==> src/rtl/mult_div_unit.sv <==
// mult_div_unit: iterative HI/LO multiply/divide unit for the EXE stage.
// MULT/MULTU use radix-2 shift-add and DIV/DIVU use restoring shift-subtract.
// Each takes WIDTH iterations plus one sign-fix cycle. MTHI/MTLO write HI/LO
// directly, and only while the unit is idle.
// Ports:
//   CLOCK        rising-edge pipeline clock
//   RESET        asynchronous, active-low reset
//   START        issue OP with OPA/OPB this cycle (ignored while BUSY)
//   OP           000 MULT, 001 MULTU, 010 DIV, 011 DIVU, 100 MTHI, 101 MTLO
//   OPA/OPB      rs / rt operand values
//   CANCEL       abort an in-flight MUL/DIV (ignored while idle)
//   HI/LO        result registers
//   BUSY         registered, high while a MUL/DIV is in flight
//   DONE         registered one-cycle pulse when a MUL/DIV updates HI/LO
//   DIV_BY_ZERO  registered, pulses with DONE for a zero divisor
module mult_div_unit #(
  parameter int unsigned WIDTH = 32
) (
  input  logic             CLOCK,
  input  logic             RESET,
  input  logic             START,
  input  logic [2:0]       OP,
  input  logic [WIDTH-1:0] OPA,
  input  logic [WIDTH-1:0] OPB,
  input  logic             CANCEL,
  output logic [WIDTH-1:0] HI,
  output logic [WIDTH-1:0] LO,
  output logic             BUSY,
  output logic             DONE,
  output logic             DIV_BY_ZERO
);

  localparam int unsigned CW = (WIDTH > 1) ? $clog2(WIDTH) : 1;

  typedef enum logic [1:0] {S_IDLE, S_MUL, S_DIV, S_FIX} state_t;

  state_t           state, state_nx;
  logic [WIDTH-1:0] acc_hi, acc_hi_nx;   // product high half / partial remainder
  logic [WIDTH-1:0] acc_lo, acc_lo_nx;   // multiplier bits / dividend then quotient
  logic [WIDTH-1:0] opd, opd_nx;         // |multiplicand| or |divisor|
  logic [WIDTH-1:0] a_save, a_save_nx;   // raw dividend, returned in HI on divide by zero
  logic [CW-1:0]    cnt, cnt_nx;
  logic             is_div, is_div_nx;
  logic             neg_res, neg_res_nx;
  logic             neg_rem, neg_rem_nx;
  logic             div_zero, div_zero_nx;
  logic [WIDTH-1:0] hi_q, hi_nx, lo_q, lo_nx;
  logic             busy_q, busy_nx, done_q, done_nx, dbz_q, dbz_nx;

  logic             is_signed;
  logic [WIDTH-1:0] abs_a, abs_b;
  logic [WIDTH:0]   mul_sum;
  logic [WIDTH:0]   div_part;
  logic             div_ge;
  logic [WIDTH-1:0] div_diff;
  logic [2*WIDTH-1:0] prod, prod_fix;
  logic [WIDTH-1:0] quo_fix, rem_fix;

  always_comb begin
    state_nx    = state;
    acc_hi_nx   = acc_hi;
    acc_lo_nx   = acc_lo;
    opd_nx      = opd;
    a_save_nx   = a_save;
    cnt_nx      = cnt;
    is_div_nx   = is_div;
    neg_res_nx  = neg_res;
    neg_rem_nx  = neg_rem;
    div_zero_nx = div_zero;
    hi_nx       = hi_q;
    lo_nx       = lo_q;
    busy_nx     = busy_q;
    done_nx     = 1'b0;
    dbz_nx      = 1'b0;

    is_signed = ~OP[0];
    abs_a     = (is_signed && OPA[WIDTH-1]) ? -OPA : OPA;
    abs_b     = (is_signed && OPB[WIDTH-1]) ? -OPB : OPB;

    // Shift-add step: add multiplicand into the high half when the current
    // multiplier bit is set, then shift the whole accumulator right.
    mul_sum  = {1'b0, acc_hi} + (acc_lo[0] ? {1'b0, opd} : '0);

    // Restoring step: shift the next dividend bit into the partial remainder.
    // When the subtraction succeeds the difference is below the divisor, so
    // the low WIDTH bits hold it exactly.
    div_part = {acc_hi, acc_lo[WIDTH-1]};
    div_ge   = (div_part >= {1'b0, opd});
    div_diff = div_part[WIDTH-1:0] - opd;

    prod     = {acc_hi, acc_lo};
    prod_fix = neg_res ? -prod : prod;
    quo_fix  = neg_res ? -acc_lo : acc_lo;
    rem_fix  = neg_rem ? -acc_hi : acc_hi;

    case (state)
      S_IDLE: begin
        if (START) begin
          case (OP)
            3'b000, 3'b001, 3'b010, 3'b011: begin
              state_nx    = OP[1] ? S_DIV : S_MUL;
              is_div_nx   = OP[1];
              acc_hi_nx   = '0;
              acc_lo_nx   = OP[1] ? abs_a : abs_b;
              opd_nx      = OP[1] ? abs_b : abs_a;
              a_save_nx   = OPA;
              cnt_nx      = CW'(WIDTH - 1);
              neg_res_nx  = is_signed & (OPA[WIDTH-1] ^ OPB[WIDTH-1]);
              neg_rem_nx  = is_signed & OPA[WIDTH-1];
              div_zero_nx = OP[1] & (OPB == '0);
              busy_nx     = 1'b1;
            end
            3'b100:  hi_nx = OPA;
            3'b101:  lo_nx = OPA;
            default: ;
          endcase
        end
      end
      S_MUL, S_DIV: begin
        if (CANCEL) begin
          state_nx = S_IDLE;
          busy_nx  = 1'b0;
        end else begin
          if (state == S_MUL) begin
            {acc_hi_nx, acc_lo_nx} = {mul_sum, acc_lo[WIDTH-1:1]};
          end else begin
            acc_hi_nx = div_ge ? div_diff : div_part[WIDTH-1:0];
            acc_lo_nx = {acc_lo[WIDTH-2:0], div_ge};
          end
          if (cnt == '0) state_nx = S_FIX;
          else           cnt_nx   = cnt - 1'b1;
        end
      end
      S_FIX: begin
        state_nx = S_IDLE;
        busy_nx  = 1'b0;
        if (!CANCEL) begin
          done_nx = 1'b1;
          if (!is_div) begin
            {hi_nx, lo_nx} = prod_fix;
          end else if (div_zero) begin
            hi_nx  = a_save;
            lo_nx  = '1;
            dbz_nx = 1'b1;
          end else begin
            hi_nx = rem_fix;
            lo_nx = quo_fix;
          end
        end
      end
      default: begin
        state_nx = S_IDLE;
        busy_nx  = 1'b0;
      end
    endcase
  end

  always_ff @(posedge CLOCK or negedge RESET) begin
    if (!RESET) begin
      state    <= S_IDLE;
      acc_hi   <= '0;
      acc_lo   <= '0;
      opd      <= '0;
      a_save   <= '0;
      cnt      <= '0;
      is_div   <= 1'b0;
      neg_res  <= 1'b0;
      neg_rem  <= 1'b0;
      div_zero <= 1'b0;
      hi_q     <= '0;
      lo_q     <= '0;
      busy_q   <= 1'b0;
      done_q   <= 1'b0;
      dbz_q    <= 1'b0;
    end else begin
      state    <= state_nx;
      acc_hi   <= acc_hi_nx;
      acc_lo   <= acc_lo_nx;
      opd      <= opd_nx;
      a_save   <= a_save_nx;
      cnt      <= cnt_nx;
      is_div   <= is_div_nx;
      neg_res  <= neg_res_nx;
      neg_rem  <= neg_rem_nx;
      div_zero <= div_zero_nx;
      hi_q     <= hi_nx;
      lo_q     <= lo_nx;
      busy_q   <= busy_nx;
      done_q   <= done_nx;
      dbz_q    <= dbz_nx;
    end
  end

  assign HI          = hi_q;
  assign LO          = lo_q;
  assign BUSY        = busy_q;
  assign DONE        = done_q;
  assign DIV_BY_ZERO = dbz_q;

endmodule

==> config.mk <==
export PLATFORM = sky130hd
export DESIGN_NAME = mult_div_unit
export DESIGN_NICKNAME = d
export VERILOG_FILES = /design/src/rtl/mult_div_unit.sv
export SDC_FILE = /design/constraint.sdc
export NUM_CORES = 1
export LEC_CHECK = 0
export CORE_MARGIN = 2
export CORE_UTILIZATION = 61
export CTS_BUF_LIST = sky130_fd_sc_hd__clkbuf_8
export CTS_CLUSTER_DIAMETER = 120
export DETAILED_ROUTE_END_ITERATION = 12
export DONT_BUFFER_PORTS = 1
export PLACE_DENSITY = 0.8
export SLEW_MARGIN = 15
export SYNTH_ARGS = -nofsm -noshare
export SYNTH_HDL_FRONTEND = slang
export SYNTH_SLANG_ARGS = --single-unit
==> constraint.sdc <==
create_clock -name CLOCK -period 3.2 [get_ports CLOCK]
set_input_delay 0.48 -clock CLOCK [delete_from_list [all_inputs] [get_ports CLOCK]]
set_output_delay 0.48 -clock CLOCK [all_outputs]
set_load 0.01 [all_outputs]
Figure 1. Signal wires on met3.
Scale: 3 px per µm.
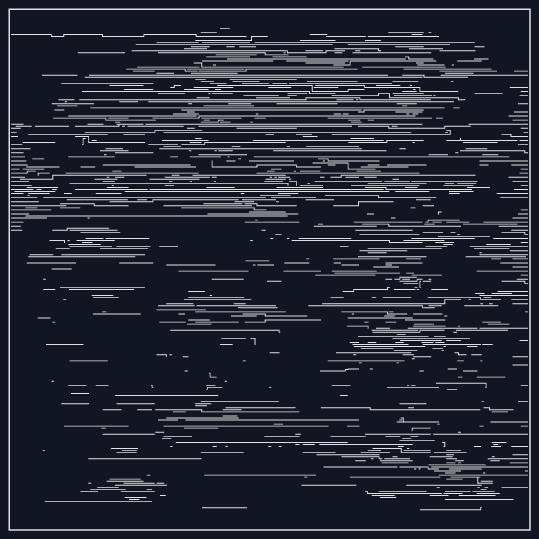
wire length on this layer: 9,540 µm
share of all routed wire: 14%
nets with wire on the layer: 452
M3 GR Usage: 0.139
vias: 18,986
final WL: 68.7 mm

Figure 2. Metal layers overlaid.
Scale: 1.5 px per µm.
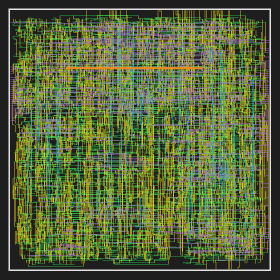
[met2] yellow | wire length: 29.1 mm
[met5] orange | wire length: 89.2 µm
[met4] cyan | wire length: 4,050 µm
[met3] purple | wire length: 9,540 µm
[met1] green | wire length: 25.9 mm
GRT Resource Usage Total: 0.445
WL/cell: 24.6 µm

==> impl_metrics.env <==
# yosys + openroad results
export IMPL_ant_nets=0
export IMPL_ys_async_sr_fraction=1.00
export IMPL_r2r_cells=9
export IMPL_cts_buffers=38
export IMPL_syn_inst=2309
export IMPL_peakVddDrop_v=0.000770
export IMPL_tritoncts="done"
export IMPL_synth_simple_area_share=0.211
export IMPL_rows=61
export IMPL_largest_area_cell="dfrtp_1"
export IMPL_cp_required_ps=3620
export IMPL_path_clk_slew_ps=60
export IMPL_combGateArea_um2=11600
export IMPL_grt_pass1_wl_mm=104
export IMPL_drive_above_1_share=0.144
export IMPL_synthAdderAreaFrac=0.0547
export IMPL_regArea_um2=5160
export IMPL_syn_area_um2=17400
export IMPL_syn_area_per_cell_um2=7.55
export IMPL_hold_ws_ps=-388
export IMPL_max_cap_violations=0
export IMPL_fillCellCount=2282
export IMPL_io_pins=138
export IMPL_cts_root_buf="clkbuf_8"
export IMPL_edf_count=0
export IMPL_fin_worst_skew_ps=32.4
export IMPL_top_cell="nand2_1"
export IMPL_power_w=0.0238
export IMPL_finish_utilization=0.711
export IMPL_finalNetCount=2534
export IMPL_drt_iter0_markers=2656
export IMPL_cp_end_kind="flop"
export IMPL_cts_htree_levels=2
export IMPL_slew_viol_final=0
export IMPL_synth_distinct_cells=79
export IMPL_synth_main_ff_cell="dfrtp_1"
export IMPL_worst_path_max_fanout=3
export IMPL_dieHeight_um=173
export IMPL_fp_dieW_um=173
export IMPL_grt_max_degree=207
export IMPL_fmax_mhz=314
export IMPL_antenna_found_initial=0
export IMPL_clk_path_buf_depth=3
export IMPL_ys_cells=2309
export IMPL_cp_arrival_ps=3610
export IMPL_first_pass_iters=6
export IMPL_fp_util=0.624
export IMPL_ys_seq_frac=0.296
export IMPL_numPortBuffers=0
export IMPL_startpoint_type="flop"
export IMPL_holdCritPathClass="in -> async"
export IMPL_outcome="complete, but fails checks"
export IMPL_warning_count=35
export IMPL_common_cells="nand2_1, o21ai_0, a21oi_1"
export IMPL_ys_top_logic_family="AND-OR/OR-AND gates"
export IMPL_ys_flops=206
export IMPL_xor_area_frac=0.0864
export IMPL_core_region_area_um2=27900
export IMPL_yosys_warnings=0
export IMPL_critical_path_class="reg -> reg"
export IMPL_cts_sinks=206
export IMPL_relSlewSlack=0.322
export IMPL_dieArea_um2=29900
export IMPL_clk_insertion_delay_late_ps=580
export IMPL_synthAoiAreaFrac=0.267
export IMPL_cts_hold_buf=6
export IMPL_syn_nets=2455
export IMPL_postPlaceCellArea_um2=18800
export IMPL_yosys_stat_area_um2=17400
export IMPL_gp_congestion=1.01
export IMPL_synth_top_area_share=0.296
export IMPL_topCellsByArea="dfrtp_1, nand2_1, o21ai_0"
export IMPL_period_minus_slack_ps=3190
export IMPL_hpwl_mm=51.2
export IMPL_setup_viol_count_final=0
export IMPL_drc_errors=0
export IMPL_violations="hold timing"
export IMPL_grt_pass1_vias=17700
export IMPL_power_leakage_nw=8.47
export IMPL_hold_viol=206
export IMPL_fin_crit_sh=0.997
export IMPL_via_per_inst=6.80
export IMPL_finalInstanceArea_um2=19900
export IMPL_tightest_slew_ps=1000
export IMPL_mux_area_frac=0.0345
export IMPL_p_per_area_nw_per_um2=1200
export IMPL_grt_ovfl_total=0
export IMPL_syn_to_final_growth_pct=13.9
## flip-flops by register name, indices dropped and copies added, names as in the netlist, 2 cells and up
signal / flops
HI: 32
LO: 32
a_save: 32
acc_hi: 32
acc_lo: 32
opd: 32
cnt: 5
state: 2
## routing by layer
metal	vias up	wire [µm]	GRT usage
met4	2	4050	0.211
met2	1350	29100	0.664
met3	278	9540	0.139
met5	-	89	0.0208
met1	8917	25900	0.585
li1	8439	-	-
## cell usage in the layout, fill, tap and decap left out, types with 37 or more instances in the layout
cell type	count
o22ai_1	40
nand3_1	37
nand2_1	344
buf_4	190
xnor2_1	106
xor2_1	65
nor3_1	47
ha_1	70
inv_1	76
o21ai_0	227
a21oi_1	211
nor2_1	200
clkbuf_8	43
dfrtp_1	205
## per-stage QoR
stage / setup TNS (ps) / setup slack [ps] / cells / hold slack [ps]
finish: 0 / 10.5 / 2794 / -388
global route: -261 / -155 / 2793 / -399
CTS: -15.9 / -15.9 / 2782 / -416
detailed placement: -125 / -63.8 / 2709 / 189
global placement: -20.7 / -20.7 / 2709 / 188
floorplan: 0 / 96.4 / 2309 / 184
## kinds of logic after synthesis
family,after synthesis
AND/OR/NAND/NOR,809
AND-OR/OR-AND,759
buffers and inverters,231
flip-flops,206
XOR/XNOR,172
adder cells (fa/ha/maj),75
multiplexers,57
## report_power, final
group          total [W]  internal [W]  switching (W)
Clock            0.00273       0.00148        0.00125
Combinational     0.0160       0.00636        0.00961
Sequential       0.00509       0.00384        0.00125
Total             0.0238        0.0117         0.0121
## what timing repair did
action,4_1_cts,5_1_grt
resized,4,39
pin swaps,0,15
endpoints found under the setup margin,4,29
endpoints found under the hold margin,213,206
setup buffers,0,11
## worst max-delay path, stage by stage (launching register included)
cell	delay (ps)
dfrtp_1	390
or3_1	530
nor4b_4	480
nand3_1	210
nor2_1	360
nand3_1	120
buf_4	180
and2_1	190
o311ai_0	450
o22ai_1	140
## worst paths after layout
| path | slack (ps) | to | start |
|---|---|---|---|
| worst max register to register | 10 | HI[9]$_DFFE_PN0P_ | acc_lo[10]$_DFFE_PN0P_ |
| worst min-delay path | -390 | a_save[28]$_DFFE_PN0P_ | RESET |
| max in group asynchronous | 3210 | acc_hi[7]$_DFFE_PN0P_ | RESET |
| worst min register to register | 470 | a_save[26]$_DFFE_PN0P_ | a_save[26]$_DFFE_PN0P_ |
| min in group CLOCK | 0 | state[0]$_DFFE_PN0P_ | OP[1] |
| worst max-delay path | 10 | HI[9]$_DFFE_PN0P_ | acc_lo[10]$_DFFE_PN0P_ |
## area by class of cell
cell class | instances | area share
Multi-Input combinational cell | 1872 | 0.585
Sequential cell | 206 | 0.260
Timing Repair Buffer | 200 | 0.0789
Clock buffer | 43 | 0.0298
Tap cell | 378 | 0.0238
Inverter | 70 | 0.0132
Clock inverter | 24 | 0.00977
Antenna cell | 1 | 0.000126
